`src/rtl/hdmi_packet_pkg.sv`:
```
// rtl/hdmi_packet_pkg.sv - shared packet constants, sample types and selection codes
package hdmi_packet_pkg;

  localparam logic [7:0] PKT_NULL         = 8'h00;
  localparam logic [7:0] PKT_ACR          = 8'h01;
  localparam logic [7:0] PKT_AUDIO_SAMPLE = 8'h02;

  localparam int IEC_FRAMES_PER_BLOCK = 192;

  typedef enum logic {
    LAYOUT_2CH = 1'b0,
    LAYOUT_8CH = 1'b1
  } audio_layout_t;

  typedef logic [23:0] sample24_t;

  typedef enum logic [2:0] {
    SEL_NULL,
    SEL_ACR,
    SEL_AUDIO,
    SEL_FORCE,
    SEL_DUE
  } sel_t;

  // Narrow samples sit in the top bits with zero LSBs.
  function automatic sample24_t justify_sample(input sample24_t s, input int width);
    return s << (24 - width);
  endfunction

endpackage

```
`src/rtl/audio_sample_fifo.sv`:
```
// rtl/audio_sample_fifo.sv - circular sample-frame buffer, single push, multi-entry pop
module audio_sample_fifo #(
  parameter int WIDTH   = 48,
  parameter int DEPTH   = 8,
  parameter int MAX_POP = 4
) (
  input  logic                     clk,
  input  logic                     rst_n,
  input  logic                     push,
  input  logic [WIDTH-1:0]         push_data,
  input  logic [2:0]               pop_n,
  output logic [MAX_POP*WIDTH-1:0] head,
  output logic [$clog2(DEPTH):0]   count,
  output logic                     full,
  output logic                     empty
);

  localparam int AW = $clog2(DEPTH);

  logic [WIDTH-1:0] mem [DEPTH];
  logic [AW-1:0]    wr_ptr;
  logic [AW-1:0]    rd_ptr;
  logic             push_ok;

  assign full    = (count == (AW+1)'(DEPTH));
  assign empty   = (count == '0);
  assign push_ok = push && !full;

  always_comb begin
    head = '0;
    for (int i = 0; i < MAX_POP; i++) begin
      head[i*WIDTH +: WIDTH] = mem[rd_ptr + AW'(i)];
    end
  end

  always_ff @(posedge clk) begin
    if (push_ok) mem[wr_ptr] <= push_data;
  end

  // Power-of-two depth lets both pointers wrap naturally.
  always_ff @(posedge clk or negedge rst_n) begin
    if (!rst_n) begin
      wr_ptr <= '0;
      rd_ptr <= '0;
      count  <= '0;
    end else begin
      if (push_ok) wr_ptr <= wr_ptr + 1'b1;
      rd_ptr <= rd_ptr + AW'(pop_n);
      count  <= count + (AW+1)'(push_ok) - (AW+1)'(pop_n);
    end
  end

endmodule

```
`src/rtl/packet_scheduler.sv`:
```
// rtl/packet_scheduler.sv - data-island packet arbiter with audio sample packing
// Optional statistics outputs are built when PACKET_SCHEDULER_STATS_EN is defined.
module packet_scheduler
  import hdmi_packet_pkg::*;
#(
  parameter int         AUDIO_BIT_WIDTH        = 24,
  parameter int         AUDIO_CHANNELS         = 2,
  parameter int         MAX_SAMPLES_PER_PACKET = 4,
  parameter int         FIFO_DEPTH             = 8,
  parameter int         NUM_INFOFRAMES         = 3,
  parameter logic [7:0] INFOFRAME_TYPES [NUM_INFOFRAMES] = '{8'h84, 8'h82, 8'h83},
  parameter int         INFOFRAME_PERIOD       = 2
) (
  input  logic                                      clk_pixel,
  input  logic                                      reset_n,
  input  logic                                      video_field_end,
  input  logic                                      packet_enable,
  input  logic                                      sample_valid,
  output logic                                      sample_ready,
  input  logic [AUDIO_CHANNELS*AUDIO_BIT_WIDTH-1:0] sample_word,
  input  logic                                      acr_request,
  input  logic [NUM_INFOFRAMES-1:0]                 infoframe_force,
  output logic [7:0]                                packet_type,
  output logic                                      packet_valid,
  output logic                                      audio_layout,
  output logic [191:0]                              audio_sample_word_packet,
  output logic [3:0]                                audio_sample_word_present,
  output logic [7:0]                                frame_counter
`ifdef PACKET_SCHEDULER_STATS_EN
  ,
  output logic [15:0]                               null_count,
  output logic [15:0]                               acr_coalesced_count
`endif
);

  localparam int MAXS = (AUDIO_CHANNELS == 8) ? 1 : MAX_SAMPLES_PER_PACKET;
  localparam int W    = AUDIO_BIT_WIDTH;
  localparam int FW   = AUDIO_CHANNELS * AUDIO_BIT_WIDTH;
  localparam int CW   = $clog2(FIFO_DEPTH) + 1;
  localparam audio_layout_t LAYOUT = (AUDIO_CHANNELS == 8) ? LAYOUT_8CH : LAYOUT_2CH;

  logic [MAXS*FW-1:0]        head;
  logic [CW-1:0]             count;
  logic                      full;
  logic                      empty;
  logic [2:0]                n;
  logic [2:0]                pop_n;
  logic                      push;

  logic [3:0]                field_cnt;
  logic                      field_wrap;
  logic                      acr_pending;
  logic                      last_audio;
  logic [NUM_INFOFRAMES-1:0] force_q;
  logic [NUM_INFOFRAMES-1:0] sent;
  logic [NUM_INFOFRAMES-1:0] sent_eff;
  logic [NUM_INFOFRAMES-1:0] slot_mask;
  logic [7:0]                next_frame;
  logic [7:0]                frame_after;
  logic [8:0]                sum9;

  sel_t                      sel;
  logic [7:0]                if_type;
  logic [7:0]                type_next;
  logic                      acr_take;
  logic                      slot_take;
  logic [191:0]              pay_next;
  logic [3:0]                pres_next;

  assign sample_ready = !full;
  assign push         = sample_valid && !full;
  assign audio_layout = LAYOUT;

  audio_sample_fifo #(
    .WIDTH   (FW),
    .DEPTH   (FIFO_DEPTH),
    .MAX_POP (MAXS)
  ) u_fifo (
    .clk       (clk_pixel),
    .rst_n     (reset_n),
    .push      (push),
    .push_data (sample_word),
    .pop_n     (pop_n),
    .head      (head),
    .count     (count),
    .full      (full),
    .empty     (empty)
  );

  assign field_wrap = video_field_end && (field_cnt == 4'(INFOFRAME_PERIOD - 1));
  assign n          = (count > CW'(MAXS)) ? 3'(MAXS) : 3'(count);

  always_comb begin
    // A field wrap coinciding with a selection clears sent flags first.
    sent_eff  = field_wrap ? '0 : sent;
    sel       = SEL_NULL;
    if_type   = PKT_NULL;
    slot_mask = '0;
    if (acr_pending && last_audio) sel = SEL_ACR;
    else if (!empty)               sel = SEL_AUDIO;
    else if (acr_pending)          sel = SEL_ACR;
    else if (|force_q)             sel = SEL_FORCE;
    else if (!(&sent_eff))         sel = SEL_DUE;
    for (int i = NUM_INFOFRAMES - 1; i >= 0; i--) begin
      if ((sel == SEL_FORCE && force_q[i]) || (sel == SEL_DUE && !sent_eff[i])) begin
        if_type   = INFOFRAME_TYPES[i];
        slot_mask = NUM_INFOFRAMES'(1) << i;
      end
    end
    case (sel)
      SEL_AUDIO:          type_next = PKT_AUDIO_SAMPLE;
      SEL_ACR:            type_next = PKT_ACR;
      SEL_FORCE, SEL_DUE: type_next = if_type;
      default:            type_next = PKT_NULL;
    endcase
  end

  assign acr_take  = packet_enable && (sel == SEL_ACR);
  assign slot_take = packet_enable && (sel == SEL_FORCE || sel == SEL_DUE);
  assign pop_n     = (packet_enable && sel == SEL_AUDIO) ? n : 3'd0;

  assign sum9        = {1'b0, next_frame} + {6'b0, n};
  assign frame_after = (sum9 >= 9'(IEC_FRAMES_PER_BLOCK)) ? 8'(sum9 - 9'(IEC_FRAMES_PER_BLOCK))
                                                          : sum9[7:0];

  generate
    if (AUDIO_CHANNELS == 8) begin : g_layout1
      assign pres_next = 4'b1111;
      always_comb begin
        pay_next = '0;
        for (int k = 0; k < 8; k++) begin
          pay_next[k*24 +: 24] = justify_sample(24'(head[k*W +: W]), W);
        end
      end
    end else begin : g_layout0
      always_comb begin
        pay_next  = '0;
        pres_next = '0;
        for (int k = 0; k < MAXS; k++) begin
          if (3'(k) < n) begin
            pres_next[k] = 1'b1;
            for (int c = 0; c < 2; c++) begin
              pay_next[k*48 + c*24 +: 24] = justify_sample(24'(head[k*FW + c*W +: W]), W);
            end
          end
        end
      end
    end
  endgenerate

  always_ff @(posedge clk_pixel or negedge reset_n) begin
    if (!reset_n) begin
      packet_type               <= PKT_NULL;
      packet_valid              <= 1'b0;
      audio_sample_word_present <= '0;
      audio_sample_word_packet  <= '0;
      frame_counter             <= '0;
      next_frame                <= '0;
      acr_pending               <= 1'b0;
      last_audio                <= 1'b0;
      force_q                   <= '0;
      sent                      <= '0;
      field_cnt                 <= '0;
    end else begin
      if (video_field_end) field_cnt <= field_wrap ? 4'd0 : field_cnt + 4'd1;
      acr_pending <= (acr_pending && !acr_take) || acr_request;
      force_q     <= (force_q & ~((slot_take && sel == SEL_FORCE) ? slot_mask : '0)) | infoframe_force;
      sent        <= sent_eff | (slot_take ? slot_mask : '0);
      if (packet_enable) begin
        packet_valid <= 1'b1;
        last_audio   <= (sel == SEL_AUDIO);
        packet_type  <= type_next;
        if (sel == SEL_AUDIO) begin
          audio_sample_word_present <= pres_next;
          audio_sample_word_packet  <= pay_next;
          frame_counter             <= next_frame;
          next_frame                <= frame_after;
        end else begin
          audio_sample_word_present <= '0;
          audio_sample_word_packet  <= '0;
        end
      end
    end
  end

`ifdef PACKET_SCHEDULER_STATS_EN
  logic [15:0] null_acc;
  logic [15:0] coal_acc;

  // Per-field accumulators; the finished field's totals move to the outputs.
  always_ff @(posedge clk_pixel or negedge reset_n) begin
    if (!reset_n) begin
      null_acc            <= '0;
      coal_acc            <= '0;
      null_count          <= '0;
      acr_coalesced_count <= '0;
    end else if (video_field_end) begin
      null_count          <= null_acc;
      acr_coalesced_count <= coal_acc;
      null_acc            <= '0;
      coal_acc            <= '0;
    end else begin
      if (packet_enable && sel == SEL_NULL && null_acc != 16'hFFFF) null_acc <= null_acc + 16'd1;
      if (acr_request && acr_pending && !acr_take && coal_acc != 16'hFFFF) coal_acc <= coal_acc + 16'd1;
    end
  end
`endif

endmodule
```
`config.mk`:
```
export PLATFORM = sky130hd
export DESIGN_NAME = packet_scheduler
export DESIGN_NICKNAME = d
export VERILOG_FILES = /design/src/rtl/hdmi_packet_pkg.sv /design/src/rtl/audio_sample_fifo.sv /design/src/rtl/packet_scheduler.sv
export SDC_FILE = /design/constraint.sdc
export NUM_CORES = 1
export LEC_CHECK = 0
export CAP_MARGIN = 0
export CORE_UTILIZATION = 64
export CTS_CLUSTER_SIZE = 40
export DETAILED_ROUTE_END_ITERATION = 10
export DONT_BUFFER_PORTS = 1
export PLACE_DENSITY = 0.79
export RECOVER_POWER = 25
export SLEW_MARGIN = 20
export SYNTH_ARGS = -nofsm -noshare
export SYNTH_HDL_FRONTEND = slang
export SYNTH_HIERARCHICAL = 1
export SYNTH_SLANG_ARGS = --single-unit
export TNS_END_PERCENT = 20
```
`constraint.sdc`:
```
create_clock -name clk_pixel -period 5.7 [get_ports clk_pixel]
set_clock_uncertainty 0.2 [all_clocks]
set_input_delay 0.855 -clock clk_pixel [delete_from_list [all_inputs] [get_ports clk_pixel]]
set_output_delay 0.855 -clock clk_pixel [all_outputs]
set_load 0.03 [all_outputs]
```
==> images/io_fan.png <==
Bar = 50 um.
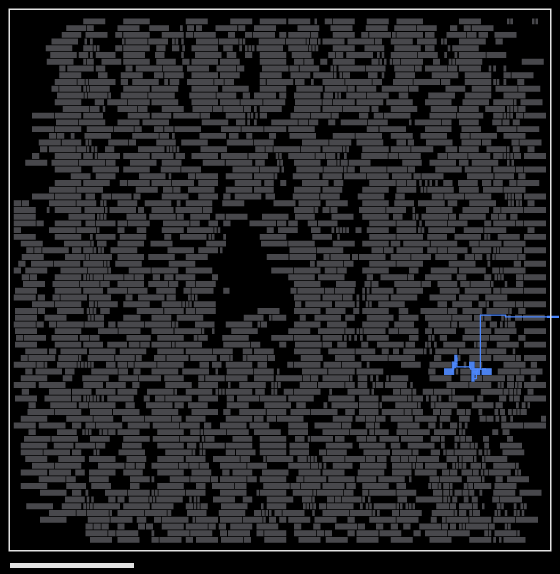
[blue] video_field_end | bits: 1 | direction: input | edge: east | end cells: 7 | buffers: 0 | wire: 78.5 um
Port Buffer Count: 0
# IOs: 272

==> images/detail.png <==
Region (35, 144) to (75, 184) um. Cells in gray, sequential cells in the stronger gray; small squares are vias.
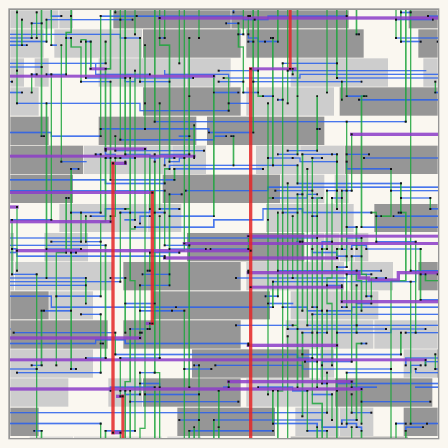
[blue] metal 1
[red] metal 4
[green] metal 2
[purple] metal 3
most frequent: edfxtp_1 (16), mux4_2 (12), mux2_2 (9)
cells with their middle in the window: 59
netlist names of flops here include: u_fifo/mem (16), audio_sample_word_packet (6)
sequential cells in the window: 22

==> CHANGELOG.md <==
### Metrics

* Post-Synth Adder-Cell Area at 0.8706%
* Biggest area cells: edfxtp_1 39%, dfrtp_1 20%, mux4_2 18%, mux2_2 5.8%, a22o_1 5.7%
* Root buf cell: clkbuf_16
* Hold Vio Cnt, Final at 239
* Worst path depth at 14
* Crit path cell chain: nor2_1 -> and2_1 -> ha_1 -> inv_1 -> fa_1 -> nor2b_1 -> o2111ai_2 -> xnor2_1 -> inv_1 -> ha_1 -> nand4b_1 -> a211o_1 -> a21o_1 -> a221oi_2
* Final Hold Slack at -0.2644 ns
* Post-cts sizing count at 0
* Max_slew headroom at 24.42%
* Core Util, Final at 70.82%
* Die Height at 218.1 um
* Leakage power at 12.02 nW
* Period minus WS final at 3.808 ns
* Yosys simple share at 5.065%
* Syn-to-layout area delta at 8.212%
* Sequential power share at 39.3%
* Via/cell ratio at 7.027
* Top logic family: multiplexers
* Arrival time at the worst endpoint at 4.14 ns
* Post-synthesis mux area share at 25.39%
* Setup Fix Bufs, Post-CTS at 0
* Cycle use final at 66.81%
* Post-route setup TNS at 0 ns
* Antenna violations before repair at 1
* Yosys cell types at 50
* OpenROAD warning count at 36
* Reg2Reg Setup Slack at 1.89 ns
* Yosys reg bits at 623
* Clock share of power at 19.2%
* Mapped Area at 29890 um^2
* Final std cells w/o fill at 2486
* Clock group at 3.98 mW
* Violated checks: negative hold slack
* Aoi share at 6.793%
* Status: finished, violations left
-- Yosys cell counts, drive strengths merged, types with 4 or more instances --
library cell	number
a22o	194
xnor2	12
o21ai	9
clkbuf	49
a21o	13
mux4	240
buf	98
edfxtp	384
xor2	5
nand3	6
mux2	194
nand2	178
nor3	5
dfrtp	239
inv	24
a21oi	7
nor2	169
nand2b	4
o211ai	4
ha	16
-- kinds of logic (layout without fill, tap and decap cells) --
group                      count (synthesis)  after routing
muxes                                    434            434
AOI/OAI and AO/OA                        240            240
adders and majority gates                 19             19
xor gates and xnor gates                  17             17
other                                      1              6
buffers and inverters                    171            167
and+or+nand+nor                          380            380
DFF                                      623            623
-- how the worst min path moves through the flow --
stage                       startpoint               end  cells past startpoint
after floorplan           field_cnt[3]      field_cnt[3]                      1
after global placement    field_cnt[3]      field_cnt[3]                      1
after detailed placement  field_cnt[3]      field_cnt[3]                      1
after CTS                      reset_n       acr_pending                      0
after global routing           reset_n  frame_counter[3]                      0
final                          reset_n  frame_counter[3]                      0
-- per-layer routing --
layer | up-vias | routed length, um
li1 | 7307 | -
met1 | 9125 | 27540
met2 | 878 | 35340
met3 | 160 | 7617
met4 | 0 | 2448
met5 | - | 0
-- state kept, by name, summed over array words and instances, names as in the netlist, 4 cells and up --
signal,flops
audio_sample_word_packet,192
audio_sample_word_present,4
field_cnt,4
frame_counter,8
next_frame,8
packet_type,4
u_fifo/count,4
u_fifo/mem,384
-- layout make-up --
class / count / area (um^2) / share of cell area, %
repair buffers: 30 / 275.3 / 0.8510
flip-flops and latches: 623 / 17520 / 54.17
well taps: 600 / 750.7 / 2.321
multi-input cells: 1095 / 11700 / 36.16
clock inverters: 32 / 244.0 / 0.7543
inverters: 24 / 97.59 / 0.3017
clock buffers: 81 / 1757 / 5.431
diodes: 1 / 2.502 / 0.007736
Power and IR drop assume default switching activity.
